Supply network:
The bar under the picture is 100 µm long. Pins as bars on the die edge.
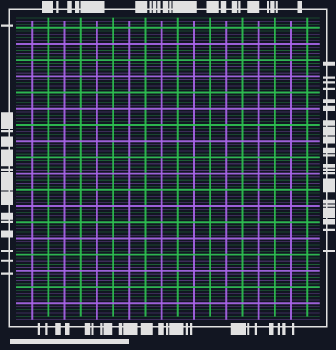
Placement by cell class:
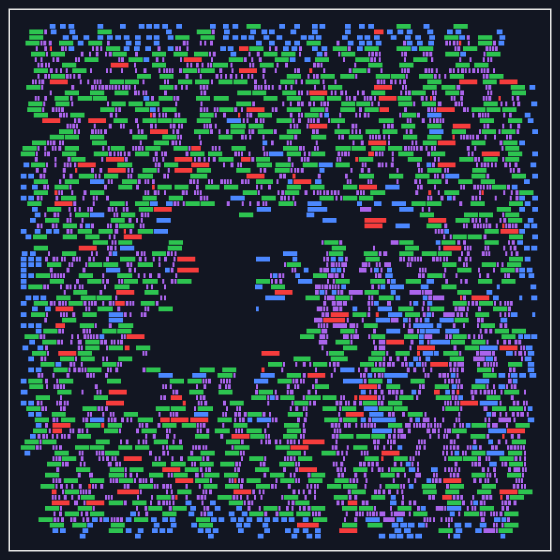
Routed clock nets over the placement:
The bar under the picture is 100 µm long.
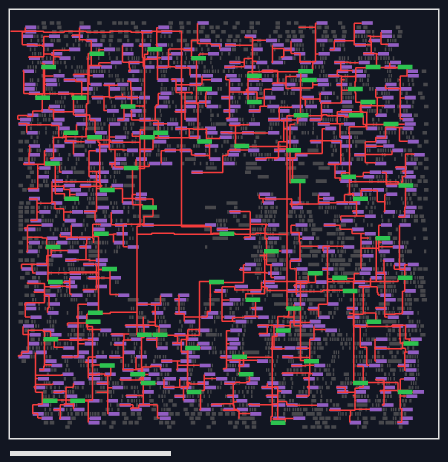
===== config.mk =====
export PLATFORM = sky130hd
export DESIGN_NAME = du_fetch_controller_flat
export DESIGN_NICKNAME = d
export VERILOG_FILES = /design/src/rtl/du_fetch_controller_pkg.sv /design/src/rtl/du_fetch_controller_if.sv /design/src/rtl/du_fetch_controller_spi.sv /design/src/rtl/du_fetch_controller.sv /design/src/flat_wrapper.sv
export SDC_FILE = /design/constraint.sdc
export NUM_CORES = 1
export LEC_CHECK = 0
export ABC_AREA = 1
export CORE_MARGIN = 5
export CORE_UTILIZATION = 35
export DETAILED_ROUTE_END_ITERATION = 10
export GPL_ROUTABILITY_DRIVEN = 0
export PLACE_DENSITY_LB_ADDON = 0.08
export SYNTH_ARGS = -nofsm -noshare
export SYNTH_HDL_FRONTEND = slang
export SYNTH_SLANG_ARGS = --single-unit
export TNS_END_PERCENT = 1

===== constraint.sdc =====
create_clock -name clk -period 1.6 [get_ports clk]
set_input_delay 0.32 -clock clk [delete_from_list [all_inputs] [get_ports clk]]
set_output_delay 0.32 -clock clk [all_outputs]
set_load 0.005 [all_outputs]

===== src/rtl/du_fetch_controller_pkg.sv =====
`default_nettype none
// du_fetch_controller_pkg: shared widths, opcode and FSM encoding for the distribution-unit fetch path.
// Rev 1.0
package du_fetch_controller_pkg;

  localparam int         DU_ADDR_W   = 32;
  localparam int         DU_DATA_W   = 256;
  localparam int         DU_HDR_BITS = 40;
  localparam logic [7:0] DU_CMD_READ = 8'h03;

  typedef enum logic [2:0] {
    ST_IDLE     = 3'd0,
    ST_CS_SETUP = 3'd1,
    ST_SHIFT    = 3'd2,
    ST_CS_HOLD  = 3'd3,
    ST_DONE     = 3'd4
  } du_state_t;

  // Chip select is asserted only while the SPI frame is open.
  function automatic logic du_cs_active(input du_state_t s);
    return (s == ST_CS_SETUP) || (s == ST_SHIFT);
  endfunction

endpackage
`default_nettype wire


===== src/rtl/du_fetch_controller_if.sv =====
`default_nettype none
// du_fetch_controller_if: pipeline request/result and SPI pins of the fetch controller.
// Rev 1.0
interface du_fetch_controller_if import du_fetch_controller_pkg::*; #(
  parameter int ADDR_W = DU_ADDR_W,
  parameter int DATA_W = DU_DATA_W
) ();
  logic              du_req;
  logic              du_flush;
  logic [ADDR_W-1:0] rs1;
  logic [DATA_W-1:0] du_result;
  logic              du_result_valid;
  logic              du_clk_stall;
  logic              spi_cs_n;
  logic              spi_sclk;
  logic              spi_mosi;
  logic              spi_miso;

  modport slave (
    input  du_req, du_flush, rs1, spi_miso,
    output du_result, du_result_valid, du_clk_stall, spi_cs_n, spi_sclk, spi_mosi
  );

  modport master (
    output du_req, du_flush, rs1, spi_miso,
    input  du_result, du_result_valid, du_clk_stall, spi_cs_n, spi_sclk, spi_mosi
  );
endinterface
`default_nettype wire


===== src/rtl/du_fetch_controller_spi.sv =====
`default_nettype none
// du_fetch_controller_spi: mode-0 SPI shifter; sends the command/address header, then captures DATA_W bits.
// Rev 1.0
module du_fetch_controller_spi import du_fetch_controller_pkg::*; #(
  parameter int CLK_DIV  = 2,
  parameter int HDR_BITS = DU_HDR_BITS,
  parameter int DATA_W   = DU_DATA_W
) (
  input  logic                clk,
  input  logic                reset,
  input  logic                start,
  input  logic                run,
  input  logic [HDR_BITS-1:0] tx_data,
  input  logic                miso,
  output logic                sclk,
  output logic                mosi,
  output logic                done,
  output logic [DATA_W-1:0]   rx_data
);
  localparam int XFER_BITS = HDR_BITS + DATA_W;
  localparam int BIT_W     = $clog2(XFER_BITS + 1);
  localparam int DIV_W     = $clog2(CLK_DIV + 1);
  localparam logic [DIV_W-1:0] DIV_LAST = DIV_W'(CLK_DIV - 1);
  localparam logic [BIT_W-1:0] BIT_LAST = BIT_W'(XFER_BITS - 1);
  localparam logic [BIT_W-1:0] BIT_HDR  = BIT_W'(HDR_BITS);

  logic [DIV_W-1:0]    div_cnt;
  logic [BIT_W-1:0]    bit_cnt;
  logic [HDR_BITS-1:0] tx_shift;
  logic                tick;
  logic                rise;
  logic                fall;

  assign tick = run & (div_cnt == DIV_LAST);
  assign rise = tick & ~sclk;
  assign fall = tick & sclk;
  // Terminates on the final falling edge so the FSM leaves SHIFT on the same clock.
  assign done = fall & (bit_cnt == BIT_LAST);
  // Zeros shift in behind the header, so MOSI idles low once the address is out.
  assign mosi = tx_shift[HDR_BITS-1];

  always_ff @(posedge clk) begin
    if (reset) begin
      div_cnt  <= '0;
      bit_cnt  <= '0;
      tx_shift <= '0;
      rx_data  <= '0;
      sclk     <= 1'b0;
    end else if (start) begin
      div_cnt  <= '0;
      bit_cnt  <= '0;
      tx_shift <= tx_data;
      sclk     <= 1'b0;
    end else if (run) begin
      div_cnt <= tick ? '0 : div_cnt + 1'b1;
      if (tick) begin
        sclk <= ~sclk;
      end
      if (rise && (bit_cnt >= BIT_HDR)) begin
        rx_data <= {rx_data[DATA_W-2:0], miso};
      end
      if (fall) begin
        bit_cnt  <= bit_cnt + 1'b1;
        tx_shift <= tx_shift << 1;
      end
    end else begin
      sclk <= 1'b0;
    end
  end

endmodule
`default_nettype wire


===== src/rtl/du_fetch_controller.sv =====
`default_nettype none
// du_fetch_controller: stalls the pipeline and fetches a distribution over SPI, with a one-entry address cache.
// Rev 1.0
module du_fetch_controller import du_fetch_controller_pkg::*; #(
  parameter int         CLK_DIV  = 2,
  parameter logic [7:0] CMD_READ = DU_CMD_READ,
  parameter int         ADDR_W   = DU_ADDR_W,
  parameter int         DATA_W   = DU_DATA_W
) (
  input  logic                  clk,
  input  logic                  reset,
  du_fetch_controller_if.slave  bus
);
  localparam int HDR_BITS = 8 + ADDR_W;

  du_state_t         state;
  du_state_t         state_nxt;
  logic              cache_valid;
  logic [ADDR_W-1:0] cache_addr;
  logic [ADDR_W-1:0] req_addr;
  logic              flush_pend;
  logic [DATA_W-1:0] result;
  logic [DATA_W-1:0] rx_data;
  logic              cs_n;
  logic              hit;
  logic              stall;
  logic              start;
  logic              run;
  logic              done;
  logic              sclk;
  logic              mosi;

  assign hit = cache_valid & ~bus.du_flush & (bus.rs1 == cache_addr);

  always_comb begin
    state_nxt = state;
    stall     = 1'b0;
    start     = 1'b0;
    run       = 1'b0;
    case (state)
      ST_IDLE: begin
        if (bus.du_req) begin
          if (hit) begin
            state_nxt = ST_DONE;
          end else begin
            stall     = 1'b1;
            start     = 1'b1;
            state_nxt = ST_CS_SETUP;
          end
        end
      end
      ST_CS_SETUP: begin
        stall     = 1'b1;
        state_nxt = ST_SHIFT;
      end
      ST_SHIFT: begin
        stall = 1'b1;
        run   = 1'b1;
        if (done) begin
          state_nxt = ST_CS_HOLD;
        end
      end
      ST_CS_HOLD: begin
        stall     = 1'b1;
        state_nxt = ST_DONE;
      end
      ST_DONE:  state_nxt = ST_IDLE;
      default:  state_nxt = ST_IDLE;
    endcase
  end

  always_ff @(posedge clk) begin
    if (reset) begin
      state <= ST_IDLE;
    end else begin
      state <= state_nxt;
    end
  end

  always_ff @(posedge clk) begin
    if (reset) begin
      cache_valid <= 1'b0;
      cache_addr  <= '0;
      req_addr    <= '0;
      flush_pend  <= 1'b0;
      result      <= '0;
      cs_n        <= 1'b1;
    end else begin
      cs_n <= ~du_cs_active(state_nxt);
      // A flush seen while the fetch is in flight keeps that fetch out of the cache.
      if (start) begin
        req_addr   <= bus.rs1;
        flush_pend <= 1'b0;
      end else if (bus.du_flush) begin
        flush_pend <= 1'b1;
      end
      if (state == ST_CS_HOLD) begin
        result      <= rx_data;
        cache_addr  <= req_addr;
        cache_valid <= ~(flush_pend | bus.du_flush);
      end else if (bus.du_flush) begin
        cache_valid <= 1'b0;
      end
    end
  end

  du_fetch_controller_spi #(
    .CLK_DIV  (CLK_DIV),
    .HDR_BITS (HDR_BITS),
    .DATA_W   (DATA_W)
  ) u_spi (
    .clk     (clk),
    .reset   (reset),
    .start   (start),
    .run     (run),
    .tx_data ({CMD_READ, bus.rs1}),
    .miso    (bus.spi_miso),
    .sclk    (sclk),
    .mosi    (mosi),
    .done    (done),
    .rx_data (rx_data)
  );

  assign bus.du_result       = result;
  assign bus.du_result_valid = (state == ST_DONE);
  assign bus.du_clk_stall    = stall;
  assign bus.spi_cs_n        = cs_n;
  assign bus.spi_sclk        = sclk;
  assign bus.spi_mosi        = mosi;

endmodule
`default_nettype wire

===== src/flat_wrapper.sv =====
// flat-port wrapper written by rule: the top's interface ports become plain ports
module du_fetch_controller_flat import du_fetch_controller_pkg::*;
#(
  parameter int         CLK_DIV  = 2,
  parameter logic [7:0] CMD_READ = DU_CMD_READ,
  parameter int         ADDR_W   = DU_ADDR_W,
  parameter int         DATA_W   = DU_DATA_W
)
  (clk, reset, bus_du_req, bus_du_flush, bus_rs1, bus_spi_miso, bus_du_result, bus_du_result_valid, bus_du_clk_stall, bus_spi_cs_n, bus_spi_sclk, bus_spi_mosi);
  du_fetch_controller_if #(.ADDR_W(ADDR_W), .DATA_W(DATA_W)) bus_i ();
  input  logic clk;
  input  logic reset;
  input wire logic [$bits(bus_i.du_req)-1:0] bus_du_req;
  input wire logic [$bits(bus_i.du_flush)-1:0] bus_du_flush;
  input wire logic [$bits(bus_i.rs1)-1:0] bus_rs1;
  input wire logic [$bits(bus_i.spi_miso)-1:0] bus_spi_miso;
  output wire logic [$bits(bus_i.du_result)-1:0] bus_du_result;
  output wire logic [$bits(bus_i.du_result_valid)-1:0] bus_du_result_valid;
  output wire logic [$bits(bus_i.du_clk_stall)-1:0] bus_du_clk_stall;
  output wire logic [$bits(bus_i.spi_cs_n)-1:0] bus_spi_cs_n;
  output wire logic [$bits(bus_i.spi_sclk)-1:0] bus_spi_sclk;
  output wire logic [$bits(bus_i.spi_mosi)-1:0] bus_spi_mosi;
  assign bus_i.du_req = bus_du_req;
  assign bus_i.du_flush = bus_du_flush;
  assign bus_i.rs1 = bus_rs1;
  assign bus_i.spi_miso = bus_spi_miso;
  assign bus_du_result = bus_i.du_result;
  assign bus_du_result_valid = bus_i.du_result_valid;
  assign bus_du_clk_stall = bus_i.du_clk_stall;
  assign bus_spi_cs_n = bus_i.spi_cs_n;
  assign bus_spi_sclk = bus_i.spi_sclk;
  assign bus_spi_mosi = bus_i.spi_mosi;
  du_fetch_controller #(.CLK_DIV(CLK_DIV), .CMD_READ(CMD_READ), .ADDR_W(ADDR_W), .DATA_W(DATA_W)) u_core (.clk(clk), .reset(reset), .bus(bus_i));
endmodule

==> flow_metrics.env <==
# implementation run metrics
export IMPL_rsz0062_at_grt="yes"
export IMPL_postCtsSetupBuffers=8
export IMPL_yosysUniqueCellTypes=31
export IMPL_wl_met3_mm=2.50
export IMPL_yosys_area_share_simple_pct=23.6
export IMPL_p_seq_mw=16.3
export IMPL_violations="setup timing"
export IMPL_place_inst=4043
export IMPL_drt_met1_wl_mm=28.9
export IMPL_setup_viol=342
export IMPL_post_cts_resized=413
export IMPL_crit_buf_inv=2
export IMPL_num_nonclk_buffers=440
export IMPL_outcome="finished with violations"
export IMPL_buf_share_pct=15.1
export IMPL_p_seq_share_pct=46.8
export IMPL_top_cell="nor2_1"
export IMPL_reg2reg_slack_ps=-300
export IMPL_intPower_mw=27.1
export IMPL_finalWorstSetupSlack_ps=-616
export IMPL_nonClockInverterCount=71
export IMPL_sh_comb_area_pct=30.1
## Picture notes: 'supply network'
[VSS] purple
[VDD] green
signal pins: 298
met4 straps: 18
met1 rails: 94

## Picture notes: 'placement by cell class'
[sequential cells] green | cells: 634
[clock drivers and dummy loads] red | cells: 127
[remaining buffers and delay cells] blue | cells: 440
[combinational and other logic] purple | cells: 2,135

## Picture notes: 'routed clock nets over the placement'
[clock wires] red | length: 8,410 µm
[flip-flops] purple | count: 634
[clock drivers] green | count: 70
routed clock nets: 71
flops lie: widely spread

